File: config.mk
export PLATFORM = sky130hd
export DESIGN_NAME = ifid_stage_buffer_flat
export DESIGN_NICKNAME = d
export VERILOG_FILES = /design/src/rtl/ifid_stage_buffer_if.sv /design/src/rtl/ifid_stage_buffer.sv /design/src/flat_wrapper.sv
export SDC_FILE = /design/constraint.sdc
export NUM_CORES = 1
export LEC_CHECK = 0
export CAP_MARGIN = 20
export CORE_UTILIZATION = 52
export DETAILED_ROUTE_END_ITERATION = 12
export GPL_TIMING_DRIVEN = 0
export PLACE_DENSITY_LB_ADDON = 0.25
export SLEW_MARGIN = 20
export SYNTH_ARGS = -nofsm -noshare
export SYNTH_HDL_FRONTEND = slang
export SYNTH_SLANG_ARGS = --single-unit
File: constraint.sdc
create_clock -name clk -period 11.2 [get_ports clk]
set_input_delay 2.24 -clock clk [delete_from_list [all_inputs] [get_ports clk]]
set_output_delay 2.24 -clock clk [all_outputs]
set_load 0.05 [all_outputs]
File: src/rtl/ifid_stage_buffer_if.sv
// ifid_stage_buffer_if: fetch/decode handshake bundle for the IF/ID stage buffer
interface ifid_stage_buffer_if #(
  parameter int PC_W = 32,
  parameter int INSTR_W = 32,
  parameter int CNT_W = 16
);
  logic flush_i;
  logic in_valid_i;
  logic in_ready_o;
  logic [PC_W-1:0] pc_i;
  logic [INSTR_W-1:0] instr_i;
  logic out_valid_o;
  logic out_ready_i;
  logic [PC_W-1:0] pc_o;
  logic [INSTR_W-1:0] instr_o;
  logic [CNT_W-1:0] stall_cnt_o;
  modport master (
    output flush_i, in_valid_i, pc_i, instr_i, out_ready_i,
    input in_ready_o, out_valid_o, pc_o, instr_o, stall_cnt_o
  );
  modport slave (
    input flush_i, in_valid_i, pc_i, instr_i, out_ready_i,
    output in_ready_o, out_valid_o, pc_o, instr_o, stall_cnt_o
  );
endinterface

File: src/rtl/ifid_stage_buffer.sv
// ifid_stage_buffer: IF/ID register with skid buffer, flush bubbles and stall counter
module ifid_stage_buffer #(
  parameter int PC_W = 32,
  parameter int INSTR_W = 32,
  parameter logic [INSTR_W-1:0] NOP_INSTR = '0,
  parameter int CNT_W = 16
) (
  input logic clk,
  input logic reset,
  ifid_stage_buffer_if.slave bus
);
  // state encoding is {out_valid, skid_valid}
  typedef enum logic [1:0] {EMPTY = 2'b00, ONE = 2'b10, FULL = 2'b11} state_t;
  state_t state, state_n;
  logic [PC_W-1:0] pc_q, pc_n, skid_pc, skid_pc_n;
  logic [INSTR_W-1:0] instr_q, instr_n, skid_instr, skid_instr_n;
  logic [CNT_W-1:0] cnt;
  logic accept, fire;
  assign bus.in_ready_o = state != FULL;
  assign bus.out_valid_o = state != EMPTY;
  assign bus.pc_o = pc_q;
  assign bus.instr_o = instr_q;
  assign bus.stall_cnt_o = cnt;
  assign accept = bus.in_valid_i & (state != FULL);
  assign fire = (state != EMPTY) & bus.out_ready_i;
  always_comb begin
    state_n = state;
    pc_n = pc_q;
    instr_n = instr_q;
    skid_pc_n = skid_pc;
    skid_instr_n = skid_instr;
    case (state)
      EMPTY: if (accept) begin
        state_n = ONE;
        pc_n = bus.pc_i;
        instr_n = bus.instr_i;
      end
      ONE: if (accept && fire) begin
        pc_n = bus.pc_i;
        instr_n = bus.instr_i;
      end else if (accept) begin
        state_n = FULL;
        skid_pc_n = bus.pc_i;
        skid_instr_n = bus.instr_i;
      end else if (fire) state_n = EMPTY;
      FULL: if (fire) begin
        state_n = ONE;
        pc_n = skid_pc;
        instr_n = skid_instr;
      end
      default: state_n = EMPTY;
    endcase
    if (bus.flush_i) state_n = EMPTY;
    // an empty output register always presents a bubble
    if (state_n == EMPTY) begin
      pc_n = '0;
      instr_n = NOP_INSTR;
    end
  end
  always_ff @(posedge clk) begin
    if (reset) begin
      state <= EMPTY;
      pc_q <= '0;
      instr_q <= NOP_INSTR;
      cnt <= '0;
    end else begin
      state <= state_n;
      pc_q <= pc_n;
      instr_q <= instr_n;
      if (bus.out_valid_o && !bus.out_ready_i && !(&cnt)) cnt <= cnt + 1'b1;
    end
    skid_pc <= skid_pc_n;
    skid_instr <= skid_instr_n;
  end
endmodule

File: src/flat_wrapper.sv
// flat-port wrapper written by rule: the top's interface ports become plain ports
module ifid_stage_buffer_flat 
#(
  parameter int PC_W = 32,
  parameter int INSTR_W = 32,
  parameter logic [INSTR_W-1:0] NOP_INSTR = '0,
  parameter int CNT_W = 16
)
  (clk, reset, bus_flush_i, bus_in_valid_i, bus_pc_i, bus_instr_i, bus_out_ready_i, bus_in_ready_o, bus_out_valid_o, bus_pc_o, bus_instr_o, bus_stall_cnt_o);
  ifid_stage_buffer_if #(.PC_W(PC_W), .INSTR_W(INSTR_W), .CNT_W(CNT_W)) bus_i ();
  input logic clk;
  input logic reset;
  input wire logic [$bits(bus_i.flush_i)-1:0] bus_flush_i;
  input wire logic [$bits(bus_i.in_valid_i)-1:0] bus_in_valid_i;
  input wire logic [$bits(bus_i.pc_i)-1:0] bus_pc_i;
  input wire logic [$bits(bus_i.instr_i)-1:0] bus_instr_i;
  input wire logic [$bits(bus_i.out_ready_i)-1:0] bus_out_ready_i;
  output wire logic [$bits(bus_i.in_ready_o)-1:0] bus_in_ready_o;
  output wire logic [$bits(bus_i.out_valid_o)-1:0] bus_out_valid_o;
  output wire logic [$bits(bus_i.pc_o)-1:0] bus_pc_o;
  output wire logic [$bits(bus_i.instr_o)-1:0] bus_instr_o;
  output wire logic [$bits(bus_i.stall_cnt_o)-1:0] bus_stall_cnt_o;
  assign bus_i.flush_i = bus_flush_i;
  assign bus_i.in_valid_i = bus_in_valid_i;
  assign bus_i.pc_i = bus_pc_i;
  assign bus_i.instr_i = bus_instr_i;
  assign bus_i.out_ready_i = bus_out_ready_i;
  assign bus_in_ready_o = bus_i.in_ready_o;
  assign bus_out_valid_o = bus_i.out_valid_o;
  assign bus_pc_o = bus_i.pc_o;
  assign bus_instr_o = bus_i.instr_o;
  assign bus_stall_cnt_o = bus_i.stall_cnt_o;
  ifid_stage_buffer #(.PC_W(PC_W), .INSTR_W(INSTR_W), .NOP_INSTR(NOP_INSTR), .CNT_W(CNT_W)) u_core (.clk(clk), .reset(reset), .bus(bus_i));
endmodule
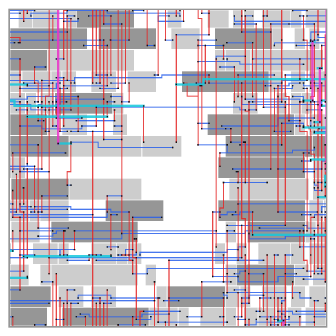
*Close-up of the layout, run 1*
Window x 33 to 73, y 33 to 73 um. Cells in gray, sequential cells in the stronger gray; small squares are vias.
- metal 1: blue
- metal 4: magenta
- metal 2: red
- metal 3: cyan
- cells with their middle in the window: 108
- most frequent: clkbuf_1 (17), a311oi_1 (12), dfxtp_1 (12)
- sequential cells in the window: 21
- netlist names of flops here include: u_core.bus.pc_o (6), u_core.skid_pc (6), u_core.bus.instr_o (4)

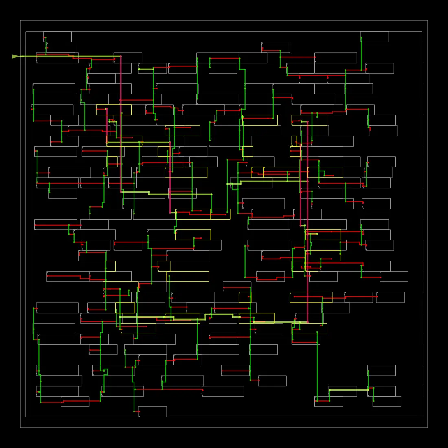
*Clock wiring as the flow saved it, run 1*
Num CTS Buffers: 17
clock group power: 578 uW
clock sinks: 146

==> Slide: Implementation Results, run 1 <==
Run Summary

Synth
  – Yosys warnings: 0
  – Most frequent cells after synthesis: dfxtp_1, nand2_1, nor2_1
  – Synth Area in Simple Gates: 0.194
  – Ys cells: 539

Global routing
  – Grt ovf: 0
  – Number of global-route vias before repair: 5006
  – Initial antenna violation count: 0
  – First-pass GRT wire length: 24500 um

Floorplan
  – Fp util: 0.543
  – Horiz. Die Dim: 106 um
  – Num ports: 151
  – DIE AREA: 11300 sq um

Finish
  – Final clock-cell share: 0.0756
  – FF/Latch Area: 3560 sq um
  – Inverter count: 3
  – Layout cell share with drive strength beyond 1: 0.0761
  – Flip-flops: 146

Worst hold path
  – HP Class: flip-flop to flip-flop
  – Hold EP: u_core.bus.pc_o[15]

Run status
  – Outcome: completed

Power
  – Worst VDD drop: 0.0967 mV
  – Sw frac: 0.240
  – Clk pwr share: 0.457

Route
  – Highest metal layer with signal wires: met4
  – Met2 Wirelength: 7710 um
  – Met3 routed WL: 1310 um

STA
  – Worst slew pin tran: 0.667 ns
  – Endpoints failing hold: 0
  – RSZ-0062 raised after global routing: no
  – Post-route clock period utilization: 0.408
  – # setup viols final: 0

Setup path
  – CP Data Required Time: 8.96 ns
  – CP endpoint: bus_in_ready_o
  – Crit end category: primary output
  – WS Path Type: flip-flop to primary output

Clock tree
  – H-tree Lvls: 4
  – Post-CTS setup buffer count: 0
  – Clk_lat worst skew: 0.52 ns

Placed design
  – Placed Cells incl. Taps: 827
  – DP Worst Slack: 6.92 ns
  – Post-DP Area: 7390 sq um
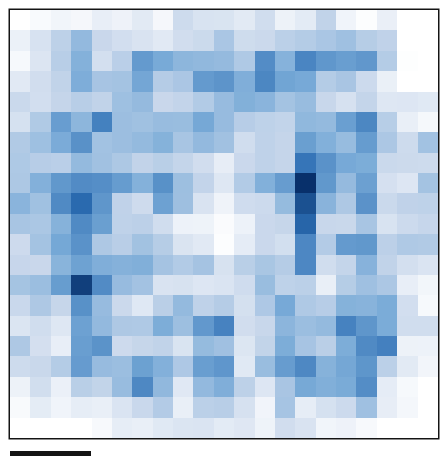
*Routed metal per tile, run 1*
The bar under the picture is 20 um long. The die is cut into 21 by 21 equal tiles; white is low, dark blue is high, scaled to the fullest tile. Values are wire area over tile area, all layers added.
- nearly empty tiles: 4.5%
- tiles over half the peak: 17%
- mean over tiles: 0.22
- densest ninth of the die: middle left
- fullest tile: 0.71
WL final: 15400 um
drt wl/cell: 17.9 um
via count: 5071
gr usage total: 0.278

==> inputs of run 2 (changes only) <==
--- a/config.mk
+++ b/config.mk
@@ -6,7 +6,7 @@
 export NUM_CORES = 1
 export LEC_CHECK = 0
 export CAP_MARGIN = 20
-export CORE_UTILIZATION = 52
+export CORE_UTILIZATION = 44
 export DETAILED_ROUTE_END_ITERATION = 12
 export GPL_TIMING_DRIVEN = 0
 export PLACE_DENSITY_LB_ADDON = 0.25
==> constraint.sdc (replaced) <==
create_clock -name clk -period 4.1 [get_ports clk]
set_input_delay 0.82 -clock clk [delete_from_list [all_inputs] [get_ports clk]]
set_output_delay 0.82 -clock clk [all_outputs]
set_load 0.05 [all_outputs]
==> Slide: Implementation Results, run 2 <==
Run Summary

Route
  – Met2 Wirelength: 7080 um
  – Met3 routed WL: 913 um

Power
  – Sw frac: 0.227

STA
  – Worst slew pin tran: 0.554 ns
  – # setup viols final: 0
  – Post-route clock period utilization: 0.740

Setup path
  – CP endpoint: bus_in_ready_o
  – CP Data Required Time: 3.28 ns
  – Crit end category: primary output
  – WS Path Type: flip-flop to primary output

Floorplan
  – Fp util: 0.450
  – Horiz. Die Dim: 115 um

Global routing
  – Initial antenna violation count: 0
  – Number of global-route vias before repair: 4673

Finish
  – Flip-flops: 146
  – FF/Latch Area: 3560 sq um
  – Inverter count: 3

Synth
  – Ys cells: 539
  – Synth Area in Simple Gates: 0.194

Clock tree
  – Post-CTS setup buffer count: 0
  – H-tree Lvls: 4
  – Num CTS Buffers: 17

Run status
  – Outcome: completed

Worst hold path
  – Hold EP: u_core.bus.pc_o[9]
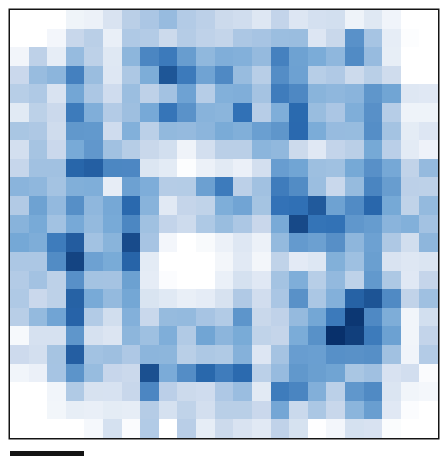
*Routed metal per tile, run 2*
The bar under the picture is 20 um long. The die is cut into 23 by 23 equal tiles; white is low, dark blue is high, scaled to the fullest tile. Values are wire area over tile area, all layers added.
WL final: 14600 um
gr usage total: 0.227

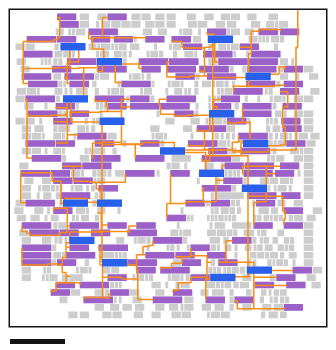
*Clock network drawn from the DEF, run 2*
The bar under the picture is 20 um long.
- clock drivers: blue (count 17)
- clock wires: orange (length 1680 um)
- flip-flops: purple (count 146)
- flops lie: all over the die
- routed clock nets: 18
post-route clock skew: 0.00603 ns
clk_lat worst skew: 0.41 ns
Clk pwr share: 0.432

==> inputs of run 3 (changes only) <==
--- a/config.mk
+++ b/config.mk
@@ -6,7 +6,7 @@
 export NUM_CORES = 1
 export LEC_CHECK = 0
 export CAP_MARGIN = 20
-export CORE_UTILIZATION = 44
+export CORE_UTILIZATION = 48
 export DETAILED_ROUTE_END_ITERATION = 12
 export GPL_TIMING_DRIVEN = 0
 export PLACE_DENSITY_LB_ADDON = 0.25
==> constraint.sdc (replaced) <==
create_clock -name clk -period 2.97 [get_ports clk]
set_input_delay 0.594 -clock clk [delete_from_list [all_inputs] [get_ports clk]]
set_output_delay 0.594 -clock clk [all_outputs]
set_load 0.05 [all_outputs]
==> Slide: Implementation Results, run 3 <==
Run Summary

Power
  – Logic power comb: 435 uW
  – Sw frac: 0.222
  – Worst VDD drop: 0.659 mV

Setup path
  – CP startpoint: u_core.state[0]
  – CP endpoint: bus_in_ready_o
  – Crit end category: primary output
  – Worst-path maximum fanout: 10
  – CP Data Required Time: 2.38 ns
  – WS Path Type: flip-flop to primary output

Global routing
  – Grt ovf: 0
  – Gr usage total: 0.248
  – Number of global-route vias before repair: 4859
  – Initial antenna violation count: 0
  – First-pass GRT wire length: 24100 um

STA
  – Post-route clock period utilization: 0.959
  – RSZ-0062 raised after global routing: no
  – # setup viols final: 0
  – Worst slew pin tran: 0.563 ns
  – Endpoints failing hold: 0

Clock tree
  – H-tree Lvls: 4
  – Clock sinks: 146
  – Num CTS Buffers: 17

Finish
  – Inverter count: 3
  – Layout cell share with drive strength beyond 1: 0.0746
  – Flip-flops: 146
  – Final clock-cell share: 0.0798

Route
  – Met3 routed WL: 1030 um
  – Post-route ant nets: 0
  – Highest metal layer with signal wires: met4
  – Met2 Wirelength: 7170 um

Placed design
  – DP Worst Slack: 0.298 ns
  – Placed Cells incl. Taps: 835
  – Post-DP Area: 7430 sq um

Worst hold path
  – Worst Hold Launch: u_core.bus.pc_o[19]
  – HP Class: flip-flop to flip-flop
  – Hold EP: u_core.bus.pc_o[19]

Floorplan
  – Horiz. Die Dim: 111 um
  – Num ports: 151

Synth
  – Adder-Cell Fraction of Synth Area: 0.00221
  – Ys cells: 539
  – Synth Area in Simple Gates: 0.194

Run status
  – Outcome: completed
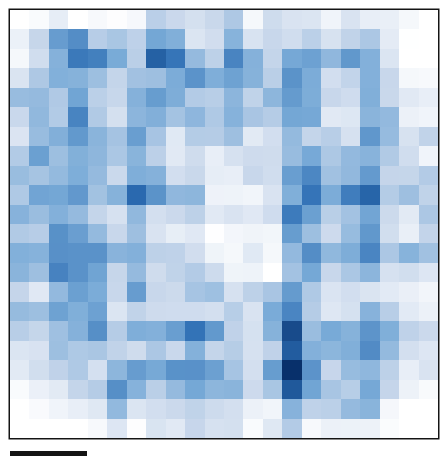
*Routed metal per tile, run 3*
The bar under the picture is 20 um long. The die is cut into 22 by 22 equal tiles; white is low, dark blue is high, scaled to the fullest tile. Values are wire area over tile area, all layers added.
- densest ninth of the die: middle left
- emptiest ninth of the die: center
- fullest tile: 0.62
- mean over tiles: 0.20
via count: 4968
WL final: 14900 um

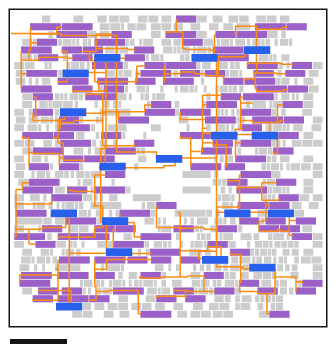
*Clock network drawn from the DEF, run 3*
The bar under the picture is 20 um long.
- clock drivers: blue (count 17)
- flip-flops: purple (count 146)
- clock wires: orange (length 1720 um)
- routed clock nets: 18
clock group power: 2290 uW
post-route clock skew: 0.00555 ns
Clk pwr share: 0.469
clk_lat worst skew: 0.42 ns

No activity file was given, so power comes from the tool's default toggle rates.
